===== src/rtl/clk_phase_sched_if.sv =====
// Request/enable bundle between the phase scheduler and its requesters/ICG consumers.
interface clk_phase_sched_if #(
    parameter int NUM_REQ = 4
);
    localparam int IDW = $clog2(NUM_REQ);

    logic [NUM_REQ-1:0] req;
    logic [NUM_REQ-1:0] rel;
    logic [NUM_REQ-1:0] en;
    logic [IDW-1:0]     gnt_id;
    logic               gnt_vld;
    logic               busy;

    modport master (output req, rel, input en, gnt_id, gnt_vld, busy);
    modport slave  (input req, rel, output en, gnt_id, gnt_vld, busy);
endinterface


===== src/rtl/clk_phase_sched.sv =====
// Round-robin non-overlapping clock-enable phase scheduler with guard gaps.
// Optional CLK_SCHED_PRIO_EN: requester 0 becomes high priority and preempts other windows.
module clk_phase_lane (
    input  logic clk_in,
    input  logic reset_n,
    input  logic set,
    input  logic clr,
    input  logic req,
    input  logic rel,
    output logic en,
    output logic drop
);
    always_ff @(posedge clk_in) begin
        if (!reset_n)  en <= 1'b0;
        else if (set)  en <= 1'b1;
        else if (clr)  en <= 1'b0;
    end

    // Only the lane holding the window can raise drop, so rel/req of idle lanes are ignored.
    assign drop = en & (rel | ~req);
endmodule

module clk_phase_sched #(
    parameter int NUM_REQ      = 4,
    parameter int SLOT_CYCLES  = 4,
    parameter int GUARD_CYCLES = 1
) (
    input  logic              clk_in,
    input  logic              reset_n,
    clk_phase_sched_if.slave  bus
);
    localparam int IDW = $clog2(NUM_REQ);

    if (GUARD_CYCLES < 1 || GUARD_CYCLES > 15) begin : g_bad_guard
        $fatal(1, "clk_phase_sched: GUARD_CYCLES must be 1..15");
    end
    if (SLOT_CYCLES < 1 || SLOT_CYCLES > 255) begin : g_bad_slot
        $fatal(1, "clk_phase_sched: SLOT_CYCLES must be 1..255");
    end
    if (NUM_REQ < 2 || NUM_REQ > 16) begin : g_bad_num
        $fatal(1, "clk_phase_sched: NUM_REQ must be 2..16");
    end

    typedef enum logic [1:0] {IDLE = 2'd0, ACTIVE = 2'd1, GUARD = 2'd2} state_t;

    state_t             state, state_nxt;
    logic [7:0]         slot_cnt, slot_nxt;
    logic [3:0]         guard_cnt, guard_nxt;
    logic [IDW-1:0]     rr_ptr, ptr_nxt;
    logic [IDW-1:0]     gid_q, gid_nxt;
    logic               vld_q, vld_nxt;
    logic               busy_q;
    logic [NUM_REQ-1:0] grant, drop;
    logic               kill, do_arb, win_exit, prio_kill;
    logic               any_req, prio_win;
    logic [IDW-1:0]     win;

    function automatic logic [IDW-1:0] wrap_add(input logic [IDW-1:0] p, input int i);
        int s;
        s = int'(p) + i;
        if (s >= NUM_REQ) s = s - NUM_REQ;
        return s[IDW-1:0];
    endfunction

    for (genvar i = 0; i < NUM_REQ; i++) begin : g_lane
        clk_phase_lane u_lane (
            .clk_in  (clk_in),
            .reset_n (reset_n),
            .set     (grant[i]),
            .clr     (kill),
            .req     (bus.req[i]),
            .rel     (bus.rel[i]),
            .en      (bus.en[i]),
            .drop    (drop[i])
        );
    end

    // First set request at or after rr_ptr, wrapping.
    always_comb begin
        any_req  = 1'b0;
        win      = '0;
        prio_win = 1'b0;
        for (int i = 0; i < NUM_REQ; i++) begin
            if (!any_req && bus.req[wrap_add(rr_ptr, i)]) begin
                any_req = 1'b1;
                win     = wrap_add(rr_ptr, i);
            end
        end
`ifdef CLK_SCHED_PRIO_EN
        if (bus.req[0]) begin
            win      = '0;
            prio_win = 1'b1;
        end
`endif
    end

`ifdef CLK_SCHED_PRIO_EN
    assign prio_kill = bus.req[0] & (gid_q != '0);
`else
    assign prio_kill = 1'b0;
`endif

    assign win_exit = (slot_cnt == 8'd0) | (|drop) | prio_kill;

    always_comb begin
        state_nxt = state;
        slot_nxt  = slot_cnt;
        guard_nxt = guard_cnt;
        ptr_nxt   = rr_ptr;
        gid_nxt   = gid_q;
        vld_nxt   = 1'b0;
        grant     = '0;
        kill      = 1'b0;
        do_arb    = 1'b0;
        unique case (state)
            IDLE: do_arb = 1'b1;
            ACTIVE: begin
                if (win_exit) begin
                    state_nxt = GUARD;
                    kill      = 1'b1;
                    guard_nxt = 4'(GUARD_CYCLES - 1);
                end else begin
                    slot_nxt = slot_cnt - 8'd1;
                end
            end
            GUARD: begin
                if (guard_cnt != 4'd0) begin
                    guard_nxt = guard_cnt - 4'd1;
                end else begin
                    state_nxt = IDLE;
                    do_arb    = 1'b1;
                end
            end
            default: state_nxt = IDLE;
        endcase
        // Arbitrating straight out of GUARD keeps the en gap at exactly GUARD_CYCLES.
        if (do_arb && any_req) begin
            state_nxt  = ACTIVE;
            grant[win] = 1'b1;
            gid_nxt    = win;
            vld_nxt    = 1'b1;
            slot_nxt   = 8'(SLOT_CYCLES - 1);
            ptr_nxt    = prio_win ? rr_ptr : wrap_add(win, 1);
        end
    end

    always_ff @(posedge clk_in) begin
        if (!reset_n) begin
            state     <= IDLE;
            slot_cnt  <= 8'd0;
            guard_cnt <= 4'd0;
            rr_ptr    <= '0;
            gid_q     <= '0;
            vld_q     <= 1'b0;
            busy_q    <= 1'b0;
        end else begin
            state     <= state_nxt;
            slot_cnt  <= slot_nxt;
            guard_cnt <= guard_nxt;
            rr_ptr    <= ptr_nxt;
            gid_q     <= gid_nxt;
            vld_q     <= vld_nxt;
            busy_q    <= (state_nxt != IDLE);
        end
    end

    assign bus.gnt_id  = gid_q;
    assign bus.gnt_vld = vld_q;
    assign bus.busy    = busy_q;

    a_onehot: assert property (@(posedge clk_in) $onehot0(bus.en));
    a_en_active: assert property (@(posedge clk_in) (|bus.en) |-> (state == ACTIVE));
    a_no_handover: assert property (@(posedge clk_in)
        ((|bus.en) && (|$past(bus.en))) |-> (bus.en == $past(bus.en)));
endmodule


===== src/flat_wrapper.sv =====
// flat-port wrapper written by rule: the top's interface ports become plain ports
module clk_phase_sched_flat 
#(
    parameter int NUM_REQ      = 4,
    parameter int SLOT_CYCLES  = 4,
    parameter int GUARD_CYCLES = 1
)
  (clk_in, reset_n, bus_req, bus_rel, bus_en, bus_gnt_id, bus_gnt_vld, bus_busy);
  clk_phase_sched_if #(.NUM_REQ(NUM_REQ)) bus_i ();
  input  logic clk_in;
  input  logic reset_n;
  input wire logic [$bits(bus_i.req)-1:0] bus_req;
  input wire logic [$bits(bus_i.rel)-1:0] bus_rel;
  output wire logic [$bits(bus_i.en)-1:0] bus_en;
  output wire logic [$bits(bus_i.gnt_id)-1:0] bus_gnt_id;
  output wire logic [$bits(bus_i.gnt_vld)-1:0] bus_gnt_vld;
  output wire logic [$bits(bus_i.busy)-1:0] bus_busy;
  assign bus_i.req = bus_req;
  assign bus_i.rel = bus_rel;
  assign bus_en = bus_i.en;
  assign bus_gnt_id = bus_i.gnt_id;
  assign bus_gnt_vld = bus_i.gnt_vld;
  assign bus_busy = bus_i.busy;
  clk_phase_sched #(.NUM_REQ(NUM_REQ), .SLOT_CYCLES(SLOT_CYCLES), .GUARD_CYCLES(GUARD_CYCLES)) u_core (.clk_in(clk_in), .reset_n(reset_n), .bus(bus_i));
endmodule

===== config.mk =====
export PLATFORM = sky130hd
export DESIGN_NAME = clk_phase_sched_flat
export DESIGN_NICKNAME = d
export VERILOG_FILES = /design/src/rtl/clk_phase_sched_if.sv /design/src/rtl/clk_phase_sched.sv /design/src/flat_wrapper.sv
export SDC_FILE = /design/constraint.sdc
export NUM_CORES = 1
export LEC_CHECK = 0
export ABC_AREA = 1
export CAP_MARGIN = 20
export CORE_ASPECT_RATIO = 2
export CORE_MARGIN = 1.5
export CORE_UTILIZATION = 30
export CTS_BUF_LIST = sky130_fd_sc_hd__clkbuf_8
export CTS_CLUSTER_DIAMETER = 120
export DETAILED_ROUTE_END_ITERATION = 10
export PLACE_DENSITY_LB_ADDON = 0.25
export SETUP_SLACK_MARGIN = 0.1
export SYNTH_ARGS = -nofsm -noshare
export SYNTH_HDL_FRONTEND = slang
export SYNTH_SLANG_ARGS = --single-unit

===== constraint.sdc =====
create_clock -name clk_in -period 3.27 [get_ports clk_in]
set_input_delay 0.654 -clock clk_in [delete_from_list [all_inputs] [get_ports clk_in]]
set_output_delay 0.654 -clock clk_in [all_outputs]
set_load 0.05 [all_outputs]

Figure 1. Wiring by layer (run 1).
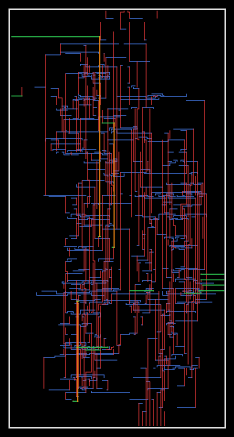
Key: orange = M4 [wire length 107 microns]; green = M3 [wire length 74.1 microns]; red = M2 [wire length 2150 microns]; blue = M1 [wire length 1270 microns]

Figure 2. Met2 routing (run 1).
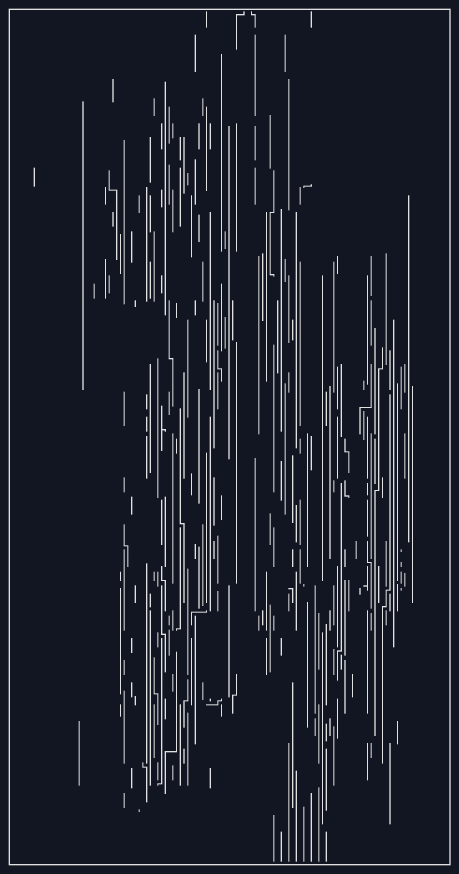
The layer holds 60% of the routed length. The longest straight run is 42.5 microns. The layer carries 2150 microns of wire. 203 nets have wire on it. The wires run mostly vertical.

==> ci_impl_report.md, run 1 <==
### Yosys + OpenROAD results

| Metric | Value |
|---|---|
| Setup TNS | 0 ns |
| Max Buffers Root-to-Sink | 2 |
| Leakage | roughly 0.87 nW |
| Register share after synthesis | 30.8% |
| DP HPWL | 2.88 mm |
| Gates resized, CTS repair | 0 |
| DR vias | approximately 1400 |
| Arrival time worst endpoint | ~2.4 ns |
| Worst endpoint required time | about 3.4 ns |
| Worst setup EP type | flop |
| Die width | about 54 microns |
| Share of layout cells above drive strength 1 | a little over an eighth |
| Synthesized instance count | approximately 220 |
| Critical path class | primary input to flop |
| Syn avg cell area | just over 7 sq um |
| Power share of the sequential group | 25.3% |
| CTS tree | done |
| Worst-Skew Late Latency | 0.27 ns |
| Yosys stat chip area | about 0.0016 sq mm |
| RSZ-0062 raised after global routing | no |
| Adder-Cell Fraction of Synth Area | under 10% |
| Avg WL per Cell | 12.2 microns |
| Worst VDD drop | about 350 uV |
| Final Max Slew Viols | 0 |
| Critical path peak fanout | 4 |
| Status | finished clean |
| FMAX | between 400 and 500 MHz |
| Worst setup margin | roughly 1 ns |
| Xor+xnor area frac | under 10% |
| Root buffer cell | clkbuf_8 |
| Clk slew on worst S/H paths | 0.09 ns |
| Net Sw Power | ~0.98 mW |
| Final setup vio count | 0 |
| Yosys reg bits | 24 |
| Vias in the first global route | roughly 1300 |
| Minimum clock period | between 2 and 2.5 ns |
| Num ports | 18 |
| Clock Power Share | between 10% and 20% |
| Nets | about 260 |
Figure 3. Logic cells by family (run 1).
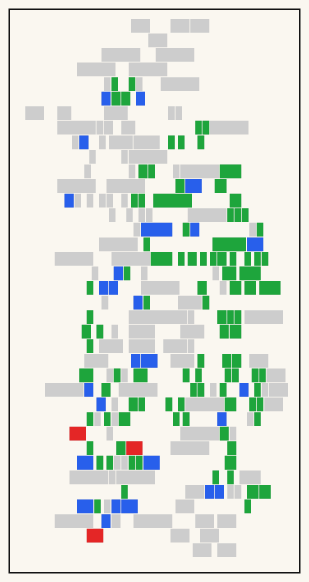
Key: red = xor and xnor cells [cells 3, most used xnor2_1]; blue = aoi and oai cells [cells 26, most used o21ai_0]; green = nand cells [cells 100, most used nand2_1]

-- run 1: worst paths after layout --
| check | from | cells after the start | slack [ns] | to |
|---|---|---|---|---|
| worst max-delay path | bus_req[3] | 13 | 1.01 | u_core.rr_ptr[1] |
| worst min-delay path | u_core.g_lane[2].u_lane.en | 2 | 0.49 | u_core.g_lane[2].u_lane.en |
| worst max register to register | u_core.rr_ptr[0] | 10 | 1.22 | u_core.rr_ptr[1] |
| worst min register to register | u_core.g_lane[2].u_lane.en | 2 | 0.49 | u_core.g_lane[2].u_lane.en |
-- run 1: critical path, cell delays in order --
cell and delay, ns:
clkdlybuf4s50_1 0.50, inv_1 0.06, nand2_1 0.07, nand3_1 0.14
nand2_2 0.17, nor2_8 0.06, nand3b_1 0.08, nand3_1 0.09
nand2_1 0.11, inv_1 0.07, ha_1 0.30, nand2_1 0.07
o21ai_1 0.05
-- run 1: cells in the mapped netlist (4+ instances only) --
library cell | instances | share of area (%)
a21oi_1 | 6 | 1.9
a21oi_2 | 5 | 2.8
buf_4 | 4 | 1.9
dfxtp_1 | 24 | 31
ha_1 | 8 | 6.4
inv_1 | 24 | 5.8
nand2_1 | 64 | 15
nand2_2 | 8 | 3.2
nand2_4 | 4 | 2.9
nand3_1 | 17 | 5.5
nor2_1 | 21 | 5.1
o21ai_0 | 11 | 3.5
-- run 1: state kept, by name (all words and copies together), names as in the netlist --
register	count
u_core.slot_cnt	8
u_core.g_lane.u_lane.en	4
u_core.guard_cnt	4
u_core.bus.gnt_id	2
u_core.rr_ptr	2
u_core.state	2
u_core.bus.busy	1
u_core.bus.gnt_vld	1
-- run 1: cell type report --
class | count | area, sq um
fill | 571 | 3260
inverter | 27 | 109
multi-input combinational | 163 | 923
tap | 58 | 72.6
sequential | 24 | 480
timing repair buffer | 18 | 178
clock buffer | 3 | 41.3
clock inverter | 1 | 30.0
-- run 1: layer usage --
metal  wire length, microns  GRT usage (%)  vias up  part of all wire [%]
met2                   2150           27.4       18                    60
met5                      0              0        -                     0
met3                     74           1.29        6                   2.1
li1                       -              -      725                     -
met1                   1270           13.0      626                    35
met4                    106           8.04        0                   2.9
-- run 1: layout by cell type, fill, tap and decap left out, types with 4 or more instances in the layout --
| cell type | count |
|---|---|
| nand2_1 | 64 |
| nand2_4 | 4 |
| nand2_2 | 8 |
| inv_1 | 24 |
| a21oi_1 | 6 |
| clkdlybuf4s50_1 | 17 |
| ha_1 | 8 |
| dfxtp_1 | 24 |
| nor2_1 | 21 |
| a21oi_2 | 5 |
| o21ai_0 | 11 |
| nand3_1 | 17 |
-- run 1: power by group through the flow --
stage / Sequential [mW] / Clock (mW) / Combinational, mW
6_report: 0.489 / 0.269 / 1.17
2_1_floorplan: 0.538 / 0 / 0.889
5_1_grt: 0.502 / 0.280 / 1.32
3_3_place_gp: 0.495 / 0 / 1.19
4_1_cts: 0.492 / 0.275 / 1.20
3_5_place_dp: 0.497 / 0 / 1.19
-- run 1: kinds of logic after synthesis --
| logic type | after synthesis |
|---|---|
| buf+inv | 33 |
| simple gates | 126 |
| flops | 24 |
| xor+xnor | 3 |
| compound gates | 26 |
| fa+ha+maj | 8 |
==> run 2, diff against run 1 <==
- clock period: 3.27 -> 1.9 ns (I/O delays scaled with it)
Figure 4. Met2 routing (run 2).
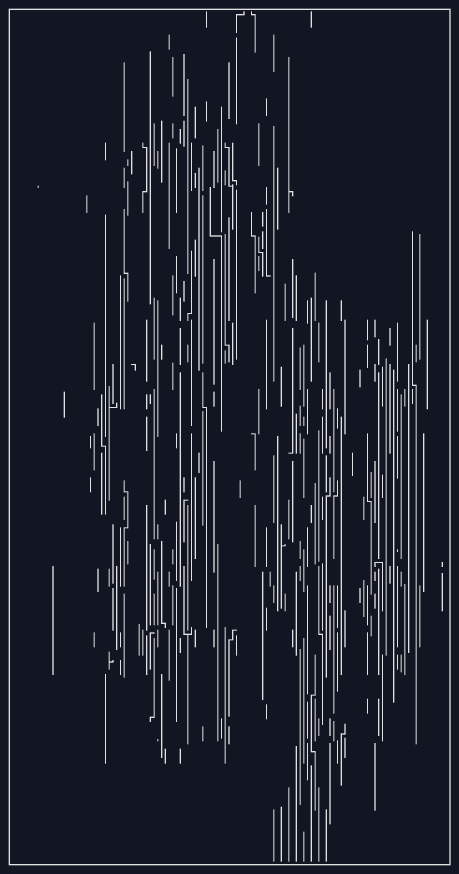
The layer carries 2310 microns of wire. The layer holds 61% of the routed length. The longest straight run is 44.0 microns. The wires run mostly vertical. 233 nets have wire on it.

==> run 2 against run 1 <==
Hold slack worse by 0.018 ns; first-iteration DRC count down 9.5%; count of clock-buffer cells in the layout up 1; synthesized cell count unchanged; register-to-register slack worse by 1.1 ns; design area up 17%; clock power up about 30%; non-clock buffer count up 26; largest cell class unchanged.
==> ci_impl_report.md, run 2 <==
### Yosys + OpenROAD results

| Metric | Value |
|---|---|
| Status | finished clean (unchanged) |
| Top cells by count | 64 x nand2_1, 24 x dfxtp_1, 24 x inv_1, 21 x nor2_1, 17 x nand3_1 (unchanged) |
| Share of layout cells above drive strength 1 | 35.1% (was 13.6%) |
| RSZ-0062 raised after global routing | yes (was no) |
| Nets | 281 (was 255) |
| Reg-to-Reg Start | u_core.rr_ptr[0] (unchanged) |
| Worst VDD drop | 755 uV (was 348 uV) |
| Avg WL per Cell | 11.9 microns (was 12.2 microns) |
| Register Area | 485 sq um (was 480 sq um) |
| Most instantiated logic cell after routing | nand2_1 (unchanged) |
| Largest area contributor in the netlist | dfxtp_1 (unchanged) |
| DR vias | 1476 (was 1375) |
| Met3 usage | 0.857% (was 1.29%) |
| Max reg flops | 8 (unchanged) |
| Arrival time worst endpoint | 1.93 ns (was 2.44 ns) |
| Die width | 54.0 microns (unchanged) |
| Yosys reg bits | 24 (unchanged) |
| Registers with the most flip-flops | u_core.slot_cnt x8, u_core.g_lane.u_lane.en x4, u_core.guard_cnt x4 (unchanged) |
| Hold Startpoint | u_core.g_lane[2].u_lane.en (unchanged) |
| Cell area leaders | dfxtp_1 31%, nand2_1 15%, ha_1 6.4% (unchanged) |
| Final Max Slew Viols | 0 (unchanged) |
| Synthesized instance count | 220 (unchanged) |
| Minimum clock period | between 1.5 and 2 ns |
| Most instantiated logic cells after routing | 55 x nand2_1, 29 x buf_4, 22 x dfxtp_1, 19 x inv_1, 19 x nor2_1 (was 64 x nand2_1, 24 x inv_1, 24 x dfxtp_1, 21 x nor2_1) |
| Worst setup margin | 0.137 ns (was 1.01 ns) |
| DP HPWL | 3.01 mm (was 2.88 mm) |
| Critical path peak fanout | 6 (was 4) |
| Root buffer cell | clkbuf_8 (unchanged) |
| Max Buffers Root-to-Sink | 2 (unchanged) |
| Top cell area share | 30.8% (unchanged) |
| Leakage | 1.04 nW (was 0.868 nW) |
| Critical path class | flop to flop (was primary input to flop) |
==> run 2: cell counts after synthesis <==
Identical to the previous run, type by type.
==> run 2: final cells by class <==
type                       count  share of cell area [%]
multi-input combinational    163                    48.4
sequential                    24                    22.7
inverter                      27                    5.09
clock buffer                   4                    2.57
tap                           58                    3.39
timing repair buffer          44                    17.8
==> run 2: kinds of logic (layout without fill, tap and decap cells) <==
logic type      after synthesis  in the layout  share of synthesized area [%]
flops                        24             24                           30.8
xor+xnor                      3              3                           1.69
compound gates               26             26                           10.8
simple gates                126            126                           40.4
fa+ha+maj                     8              8                           6.42
buf+inv                      33             75                           9.95
==> run 2: final timing paths <==
path / slack (ns) / cells past startpoint / end
hold / removal: 0.47 / 2 / u_core.g_lane[2].u_lane.en
hold reg to reg: 0.47 / 2 / u_core.g_lane[2].u_lane.en
setup reg to reg: 0.14 / 14 / u_core.g_lane[1].u_lane.en
setup / recovery: 0.14 / 14 / u_core.g_lane[1].u_lane.en
==> run 2: timing repair <==
action,in CTS,in global routing
pin swaps,7,14
resized,17,28
gates cloned,0,0
buffers inserted,3,6
hold buffers,0,0
setup endpoints to repair,5,19
==> run 2: critical path, stage by stage, from the launching register on <==
cell and delay (ns):
dfxtp_2 0.34, buf_12 0.13, buf_8 0.13, nand2_4 0.06, nand2_4 0.07, nand2_4 0.08, nand2_4 0.06, nor2_8 0.14
nand3b_1 0.11, nand3_2 0.08, nand2_2 0.07, buf_6 0.13, ha_2 0.16, nand2_1 0.06, nand2_1 0.04
==> run 2: power breakdown <==
part / internal, mW / total [mW] / switching (mW)
Combinational: 1.10 / 2.68 / 1.58
Sequential: 0.688 / 0.823 / 0.135
Clock: 0.185 / 0.351 / 0.166
Total: 1.97 / 3.85 / 1.88
==> run 2: metrics by stage <==
step	hold slack (ns)	cells
3_3_place_gp	0.458	308
6_report	0.471	320
4_1_cts	0.474	315
5_1_grt	0.488	320
2_1_floorplan	0.441	220
3_5_place_dp	0.459	308
==> run 2: metal layers <==
layer,vias up,part of all wire [%]
met1,689,37
met2,10,61
met4,0,1.5
met3,4,1.0
li1,773,-
met5,-,0
Power and IR drop assume default switching activity.
